===== src/rtl/pio_f2h_fifo.sv =====
// FPGA-to-HPS read port: valid/ready push side into a DEPTH-entry FIFO, registered
// single-cycle host read of data (pop) or status, with sticky overflow/underflow flags.
module pio_f2h_fifo #(
   parameter int DATA_W = 32,
   parameter int DEPTH  = 16
) (
   input  logic              clk,
   input  logic              rst_n,
   input  logic              wr_valid,
   input  logic [DATA_W-1:0] wr_data,
   output logic              wr_ready,
   input  logic              rd_en,
   input  logic              rd_addr,
   output logic [DATA_W-1:0] rd_data,
   output logic              rd_valid,
   input  logic              ctrl_wr,
   input  logic [1:0]        ctrl_wdata
);

   localparam int CNT_W = $clog2(DEPTH) + 1;
   localparam int PTR_W = $clog2(DEPTH);

   logic [DATA_W-1:0] mem [DEPTH];
   logic [PTR_W-1:0]  wr_ptr, rd_ptr;
   logic [CNT_W-1:0]  count;
   logic              ovf, udf;

   logic empty, full, flush, clr, rd_data_sel;
   logic do_push, do_pop, ovf_evt, udf_evt;
   logic [DATA_W-1:0] status_word;

   // Push side: a word transfers on any cycle with wr_valid && wr_ready; wr_valid
   // while not ready is not stalled but dropped and recorded as overflow.
   assign empty       = (count == '0);
   assign full        = (count == CNT_W'(DEPTH));
   assign wr_ready    = !full;
   assign flush       = ctrl_wr && ctrl_wdata[0];
   assign clr         = ctrl_wr && ctrl_wdata[1];
   assign rd_data_sel = rd_en && !rd_addr;
   assign do_push     = wr_valid && !full && !flush;
   assign do_pop      = rd_data_sel && !empty && !flush;
   assign ovf_evt     = wr_valid && full && !flush;
   assign udf_evt     = rd_data_sel && empty && !flush;

   always_comb begin
      status_word              = '0;
      status_word[0]           = empty;
      status_word[1]           = full;
      status_word[2]           = ovf;
      status_word[3]           = udf;
      status_word[16 +: CNT_W] = count;
   end

   // Storage is intentionally left out of reset.
   always_ff @(posedge clk) begin
      if (do_push) mem[wr_ptr] <= wr_data;
   end

   always_ff @(posedge clk or negedge rst_n) begin
      if (!rst_n) begin
         wr_ptr   <= '0;
         rd_ptr   <= '0;
         count    <= '0;
         ovf      <= 1'b0;
         udf      <= 1'b0;
         rd_data  <= '0;
         rd_valid <= 1'b0;
      end else begin
         rd_valid <= rd_en;
         if (rd_en) begin
            if (rd_addr)     rd_data <= status_word;
            else if (do_pop) rd_data <= mem[rd_ptr];
            else             rd_data <= '0;
         end

         if (flush) begin
            wr_ptr <= '0;
            rd_ptr <= '0;
            count  <= '0;
         end else begin
            if (do_push) wr_ptr <= wr_ptr + PTR_W'(1);
            if (do_pop)  rd_ptr <= rd_ptr + PTR_W'(1);
            count <= count + CNT_W'(do_push) - CNT_W'(do_pop);
         end

         // A same-cycle event beats a clear.
         if (ovf_evt)  ovf <= 1'b1;
         else if (clr) ovf <= 1'b0;
         if (udf_evt)  udf <= 1'b1;
         else if (clr) udf <= 1'b0;
      end
   end

endmodule


===== config.mk =====
export PLATFORM = sky130hd
export DESIGN_NAME = pio_f2h_fifo
export DESIGN_NICKNAME = d
export VERILOG_FILES = /design/src/rtl/pio_f2h_fifo.sv
export SDC_FILE = /design/constraint.sdc
export NUM_CORES = 1
export LEC_CHECK = 0
export ABC_AREA = 1
export CAP_MARGIN = 20
export CORE_MARGIN = 5
export CORE_UTILIZATION = 35
export CTS_BUF_LIST = sky130_fd_sc_hd__clkbuf_4 sky130_fd_sc_hd__clkbuf_8 sky130_fd_sc_hd__clkbuf_16
export DETAILED_ROUTE_END_ITERATION = 6
export GPL_ROUTABILITY_DRIVEN = 1
export MAX_ROUTING_LAYER = met4
export PLACE_DENSITY = 0.57
export SKIP_CTS_REPAIR_TIMING = 1
export SLEW_MARGIN = 15
export SYNTH_ARGS = -nofsm -noshare
export SYNTH_HDL_FRONTEND = slang
export SYNTH_SLANG_ARGS = --single-unit

===== constraint.sdc =====
create_clock -name clk -period 2.9 [get_ports clk]
set_input_delay 0.58 -clock clk [delete_from_list [all_inputs] [get_ports clk]]
set_output_delay 0.58 -clock clk [all_outputs]
set_load 0.005 [all_outputs]

==> impl_metrics.py, run 1 <==
# Physical implementation metrics
metrics = {
    "worst_setup_path": {
        "crit_chain": "inv_1 > ha_1 > nand2_1 > nor2_2 > nand2_1 > nand2_1 > inv_1 > nand2_1 > ha_1 > inv_1 > ha_1 > inv_1 > fa_1 > o21ai_1 > a21oi_1 > xor2_1 > nor2_1",
        "critical_path.startpoint": "count[3]",
        "crit_family": "adder cells",
        "cpPeakStageDelay_ns": 0.42,
    },
    "status": {
        "status": "completed",
    },
    "finish": {
        "drive_gt1_share_pct": 10.1,
    },
    "sta": {
        "fin_crit_ns": 2.66,
        "finClkSkew_ns": 0.0163,
        "finalSetupViolations": 0,
    },
    "global_routing": {
        "grt_max_degree": 126,
        "busiest_layer": "met2",
        "grt_use_met3_pct": 2.79,
        "gr-usage-all-layers_pct": 16.6,
    },
    "pwr": {
        "seq_power_share_pct": 44.9,
        "ir_drop_mv": 0.419,
        "p_switching_mw": 6.25,
        "finalPower_mw": 21.3,
    },
    "cts": {
        "root_buffer": "clkbuf_16",
        "clk_latency_ns": 0.61,
        "cts_made_buffers": 56,
    },
    "logic_synthesis": {
        "numSynthFlops": 560,
    },
    "routing": {
        "ant_nets": 0,
    },
    "floorplanning": {
        "dieArea_um2": 69300,
        "die_w_um": 263,
    },
    "placement": {
        "placed_cell_area_um2": 24500,
    },
}
[run 1: cell families (layout without fill, tap and decap cells)]
logic type / count (synthesis) / in the layout
compound gates: 38 / 38
xor+xnor: 2 / 2
fa+ha+maj: 12 / 12
buf+inv: 141 / 270
flops: 560 / 560
other cells: 0 / 1
simple gates: 1100 / 1100
[run 1: flip-flops by register name, summed over array words and instances, names as in the netlist]
signal / cells
mem: 512
rd_data: 32
count: 5
rd_ptr: 4
wr_ptr: 4
ovf: 1
rd_valid: 1
udf: 1
[run 1: power groups by stage]
stage / sequential, mW / combinational (mW) / clock (mW)
after global routing: 9.63 / 5.03 / 7.72
after floorplan: 9.67 / 2.94 / 0
after detailed placement: 9.75 / 4.54 / 0
final: 9.58 / 4.51 / 7.24
after CTS: 9.59 / 4.57 / 7.40
after global placement: 9.74 / 4.47 / 0
[run 1: layout make-up]
type                            instances  area (um2)  share of cell area, %
Antenna cell                            1        2.50                0.00947
Clock buffer                           88        1720                   6.51
Clock inverter                         18         158                  0.596
Inverter                               27         109                  0.412
Multi-Input combinational cell       1152        5260                   19.9
Sequential cell                       560       16600                   62.7
Tap cell                              846        1060                   4.00
Timing Repair Buffer                  137        1550                   5.85
[run 1: Yosys cell counts]
library cell	count
clkbuf_1	21
nor3_2	1
buf_2	60
nor2_1	30
dfrtp_1	48
nand2_2	1
nor3_1	2
buf_1	7
nand3_1	483
buf_6	9
o21ai_0	12
a21oi_1	23
fa_1	1
nand4_1	1
nand2_1	581
a32o_1	2
inv_4	1
nor3b_2	1
xnor2_1	1
o21a_1	1
inv_1	19
clkinv_1	1
xor2_1	1
edfxtp_1	512
inv_2	6
buf_4	17
ha_1	11
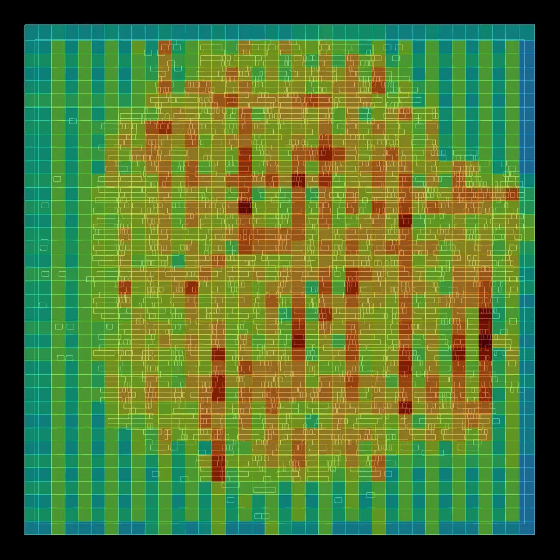
Fig. 1. Routing congestion map (run 1).
post-layout util: 41.8%
WL/cell: 20.2 um
met1 Use GR: 22.9%

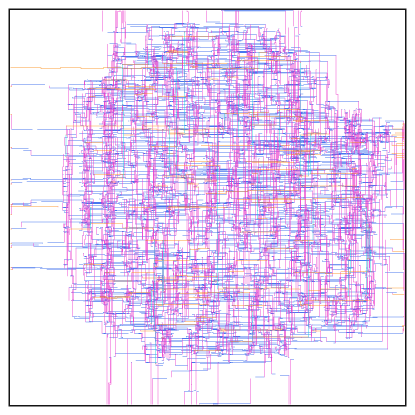
Fig. 2. Metal layers overlaid (run 1).
Drawn at 1.5 px/um.
Key: orange = M3 [wire length 2,750 um]; cyan = M4 [wire length 1,120 um]; blue = M1 [wire length 26.3 mm]; magenta = M2 [wire length 27.0 mm]
total wire length: 57,100 um
vias post-DR: 14,300

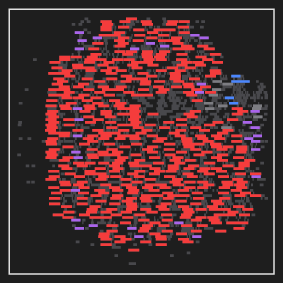
Fig. 3. Sequential cells grouped by signal name (run 1).
Drawn at 1 px/um. Other sequential cells in the stronger grey, the rest of the logic in the fainter grey.
Key: blue = `count` [sequential cells 5, where north-east]; red = `mem` [sequential cells 512]; purple = `rd_data` [sequential cells 32, where spread over the die]
sequential share of cell area: 62.7%
Register Area: 16,600 um2
Seq group: 9.58 mW

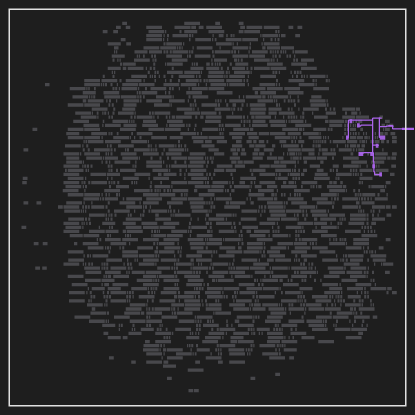
Fig. 4. Wires at chosen ports, followed through buffers (run 1).
Drawn at 1.5 px/um.
Key: purple = `rd_addr` [bits 1, direction input, edge east, end cells 10, buffers 2, wire 137 um]

==> inputs of run 2 (changes only) <==
- PLACE_DENSITY: 0.57 -> 0.55
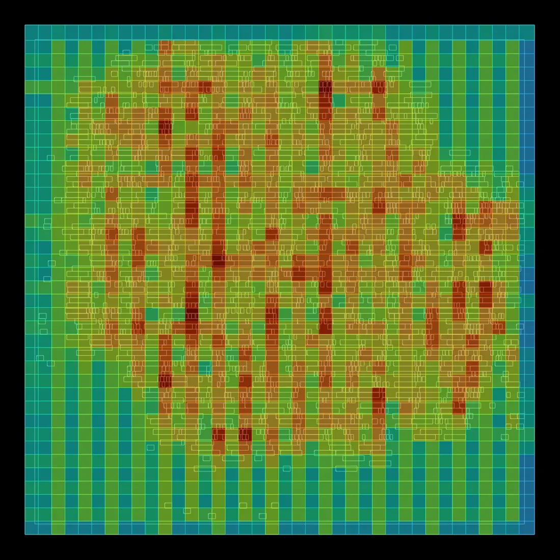
Fig. 5. Routing congestion map (run 2).
WL/cell: 20.7 um
GRT Max-Usage Layer: met2
met1 Use GR: 22.8%
GR Util All Layers: 16.9%

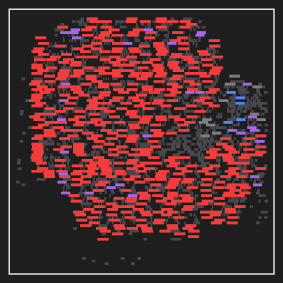
Fig. 6. Sequential cells grouped by signal name (run 2).
Drawn at 1 px/um. Other sequential cells in the stronger grey, the rest of the logic in the fainter grey.
Key: blue = `count` [sequential cells 5]; red = `mem` [sequential cells 512]; purple = `rd_data` [sequential cells 32]

==> impl_metrics.py, run 2 <==
# Physical implementation metrics
metrics = {
    "status": {
        "status": "completed",
    },
    "worst_setup_path": {
        "crit_chain": "inv_1 > ha_1 > nand2_1 > nor2_1 > nand2_1 > nand2_1 > inv_1 > nand2_1 > ha_1 > inv_1 > ha_1 > inv_1 > fa_1 > o21ai_0 > a21oi_1 > xor2_1 > nor2_1",
        "cpPeakStageDelay_ns": 0.42,
        "cp.required_ns": 3.41,
        "critical_path.startpoint": "count[3]",
    },
    "sta": {
        "setup_ws_ns": 0.160,
        "fin_crit_ns": 2.74,
        "finClkSkew_ns": 0.0171,
    },
    "global_routing": {
        "grt_pass1_wl_um": 88900,
        "grt_max_degree": 173,
    },
    "logic_synthesis": {
        "flop_cell": "edfxtp_1",
        "numSynthFlops": 560,
        "edf_count": 512,
        "async_flop_share_pct": 8.57,
        "synthTopCellsByCount": "nand2_1, edfxtp_1, nand3_1",
        "mux_share_pct": 0,
        "post-synth-top-count-cell": "nand2_1",
        "ys_seq_share_pct": 73.8,
    },
    "finish": {
        "mostFrequentLayoutCells": "nand2_1, edfxtp_1, nand3_1",
        "antenna_cells": 0,
        "largest_reg_flops": 512,
        "regArea_um2": 16600,
        "regMostFlops": "mem",
        "comb_area_um2": 5250,
        "drive_gt1_share_pct": 9.52,
        "reg.largest.list": "mem (512), rd_data (32), count (5)",
        "final_util_pct": 42.0,
    },
    "pwr": {
        "ir_drop_mv": 0.499,
        "p_switching_mw": 6.36,
        "finalPower_mw": 21.8,
        "seq_power_share_pct": 44.1,
    },
    "routing": {
        "routed_wl_um": 58500,
        "ant_nets": 0,
    },
    "floorplanning": {
        "dieArea_um2": 69300,
    },
    "cts": {
        "clk_latency_ns": 0.63,
        "cts_made_buffers": 57,
        "root_buffer": "clkbuf_16",
    },
    "placement": {
        "placed_cell_area_um2": 24600,
    },
}
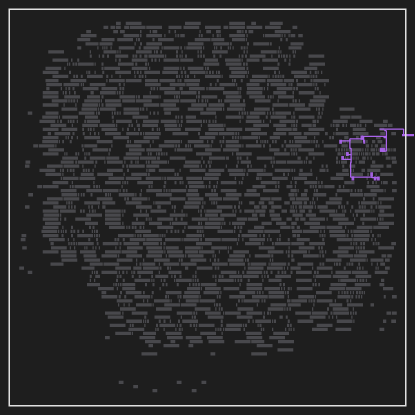
Fig. 7. Wires at chosen ports, followed through buffers (run 2).
Drawn at 1.5 px/um.
Key: purple = `rd_addr` [bits 1, direction input, edge east, end cells 10, buffers 2, wire 134 um]

==> run 2: worst max-delay path: cells and delay by family (launching register included) <==
family / cells / cell delay (ns)
compound gates: 2 / 0.28
xor+xnor: 1 / 0.14
flops: 1 / 0.41
fa+ha+maj: 4 / 0.96
buf+inv: 4 / 0.28
simple gates: 6 / 0.58
==> run 2: per-layer routing <==
metal  global-route usage [%]  up-vias  routed length, um
met5                        -        -                  0
met3                     2.83       83               3280
met4                     4.68        0               1320
met2                     26.9      376              27900
met1                     22.8     7139              26000
li1                         -     6731                  -
==> run 2: logic make-up after synthesis <==
kind of cell | count (synthesis)
adder cells (fa/ha/maj) | 12
AND-OR/OR-AND | 38
AND/OR/NAND/NOR | 1100
buffers and inverters | 141
XOR/XNOR | 2
flip-flops | 560
==> run 2: path summary, 6_finish.rpt <==
path | end | slack (ns) | cells past startpoint
worst max register to register | count[4] | 0.16 | 17
worst max-delay path | count[4] | 0.16 | 17
max in group asynchronous | rd_ptr[0] | 2.08 | 3
worst min register to register | rd_data[27] | 0.48 | 2
min in group clk | rd_data[27] | 0.48 | 2
worst min-delay path | rd_data[21] | 0.48 | 3
==> run 2: power by group through the flow <==
stage	registers [mW]	logic [mW]	clock network, mW
after CTS	9.62	4.57	7.83
after global placement	9.77	4.50	0
final	9.61	4.49	7.67
after detailed placement	9.78	4.55	0
after floorplan	9.67	2.94	0
after global routing	9.65	5.02	8.18
==> run 2: cell type report <==
| class | count | area share [%] |
|---|---|---|
| clock inverters | 41 | 1.79 |
| inverters | 27 | 0.409 |
| clock buffers | 67 | 5.69 |
| flip-flops and latches | 560 | 62.3 |
| repair buffers | 139 | 6.10 |
| well taps | 846 | 3.98 |
| multi-input cells | 1152 | 19.7 |
==> inputs of run 3 (changes only) <==
- GPL_TIMING_DRIVEN: default -> 0
- PLACE_DENSITY: 0.55 -> 0.53
- SETUP_SLACK_MARGIN: default -> 0.2
- clock period: 2.9 -> 3.4 ns (I/O delays scaled with it)
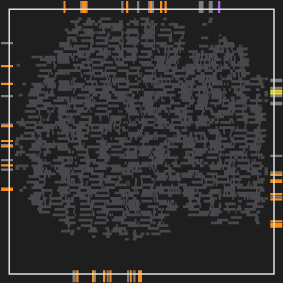
Fig. 8. Pin map (run 3).
Drawn at 1 px/um. Pins as bars across the die edge, other pins in grey.
Key: orange = `wr_data` [pins 32, direction input, edge 9 east, 8 north, 8 west, 7 south]; purple = `rd_addr` [pins 1, direction input, edge north]; yellow = `ctrl_wdata` [pins 2, direction input, edge east]
All pins by edge: 24 north, 23 east, 14 west, 13 south.

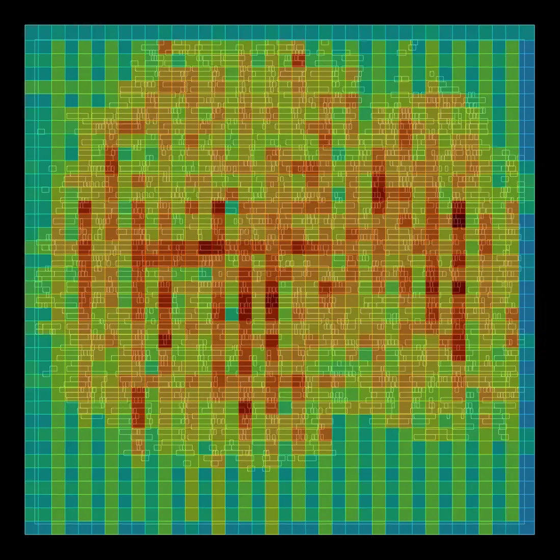
Fig. 9. Routing congestion map (run 3).
met3 global-route usage: 2.68%
met2 Use GR: 30.5%

==> impl_metrics.py, run 3 <==
# Physical implementation metrics
metrics = {
    "finish": {
        "final_util_pct": 42.3,
        "reg.largest.list": "mem (512), rd_data (32), count (5)",
        "largest_reg_flops": 512,
        "regMostFlops": "mem",
        "mostFrequentLayoutCells": "nand2_1, edfxtp_1, nand3_1",
        "comb_area_um2": 5250,
        "antenna_cells": 0,
        "regArea_um2": 16600,
        "drive_gt1_share_pct": 11.4,
        "areaGrowthSynthToFinish_pct": 19.4,
    },
    "logic_synthesis": {
        "edf_count": 512,
        "synthTopCellsByCount": "nand2_1, edfxtp_1, nand3_1",
        "flop_cell": "edfxtp_1",
        "post-synth-top-count-cell": "nand2_1",
        "ys_seq_share_pct": 73.8,
        "mux_share_pct": 0,
        "numSynthFlops": 560,
        "synth.avg_cell_area_um2": 12.1,
        "async_flop_share_pct": 8.57,
    },
    "global_routing": {
        "grt_pass1_wl_um": 96200,
        "grt_overflow": 0,
        "grt_pass1_vias": 14300,
        "grt_max_degree": 38,
    },
    "cts": {
        "clk_latency_ns": 0.61,
        "clk_path_buf_depth": 3,
        "cts_made_buffers": 58,
        "root_buffer": "clkbuf_16",
    },
    "placement": {
        "numPortBuffers": 72,
        "gp_congestion": 0.831,
    },
    "worst_setup_path": {
        "crit_type": "input pin to register",
        "cp.required_ns": 3.90,
        "path_max_fanout": 10,
        "cp-end-kind": "register",
        "reg2regPathDepth": 17,
        "crit_path_start_kind": "input pin",
    },
    "sta": {
        "fin_crit_ns": 3.04,
        "setup_ws_ns": 0.359,
        "finClkSkew_ns": 0.0112,
        "finalSetupViolations": 0,
    },
    "routing": {
        "ant_nets": 0,
        "via_count": 14800,
    },
    "pwr": {
        "finalPower_mw": 18.9,
        "ir_drop_mv": 0.405,
        "p_leak_nw": 9.72,
    },
    "status": {
        "status": "completed",
    },
    "floorplanning": {
        "die_w_um": 263,
        "fp_util_pct": 35.5,
        "dieArea_um2": 69300,
    },
    "worst_hold_path": {
        "whs_path_depth": 1,
    },
}
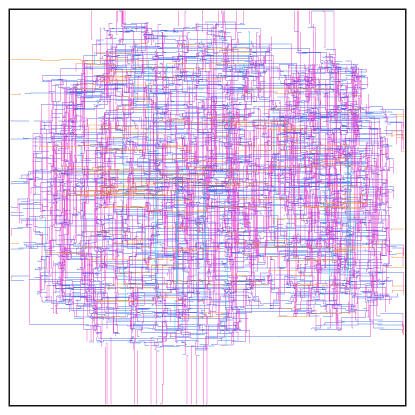
Fig. 10. Metal layers overlaid (run 3).
Drawn at 1.5 px/um.
Key: orange = M3 [wire length 4,030 um]; cyan = M4 [wire length 1,730 um]; blue = M1 [wire length 28.5 mm]; magenta = M2 [wire length 31.4 mm]
GR Util All Layers: 19.0%
total wire length: 65,600 um
WL/cell: 22.6 um

## run 3: per-layer routing
metal	global-route usage (%)	up-vias	part of all wire, %
li1	-	6883	-
met1	25.6	7302	43
met2	30.5	504	48
met3	2.68	91	6.1
met4	5.17	0	2.6
met5	-	-	0
## run 3: layout make-up
cell class,count,share of cell area (%)
inverter,27,0.387
clock inverter,28,0.952
sequential,560,61.8
tap,846,3.95
clock buffer,81,6.38
multi-input combinational,1152,19.6
buffer,114,2.39
timing repair buffer,94,4.52
## run 3: cells by family (layout without fill, tap and decap cells)
group           Yosys count  in the layout
simple gates           1100           1100
flops                   560            560
buf+inv                 141            344
compound gates           38             38
fa+ha+maj                12             12
xor+xnor                  2              2
## run 3: power by group
group | leakage (nW) | switching [mW] | internal [mW]
registers | 5.24 | 0.167 | 7.95
logic | 3.48 | 2.99 | 1.37
clock network | 0.991 | 2.64 | 3.81
## run 3: worst max-delay path, stage by stage
cell and delay, ns:
clkdlybuf4s50_1 0.43, nand2_2 0.22, inv_2 0.13, nor3_2 0.16, nand2_1 0.08, inv_2 0.20, buf_6 0.20, ha_1 0.24
inv_1 0.05, ha_1 0.15, inv_1 0.06, fa_1 0.44, o21ai_0 0.18, a21oi_1 0.09, xor2_1 0.15, nor2_1 0.06
## run 3: worst paths after layout
path                       slack [ns]           to        from
max                              0.36     count[4]     ctrl_wr
min                              0.41     rd_valid       rd_en
max reg2reg                      0.40     count[4]    count[3]
min reg2reg                      0.48   rd_data[8]  rd_data[8]
max in group asynchronous        2.36  rd_data[11]       rst_n
min in group asynchronous        0.51  rd_data[23]       rst_n
## run 3: metrics by stage
step	instance area, um2	instances
2_1_floorplan	22400	1853
6_report	26800	2902
4_1_cts	26800	2901
3_5_place_dp	24800	2792
5_1_grt	26800	2902
3_3_place_gp	24200	2771
No activity file was given, so power comes from the tool's default toggle rates.
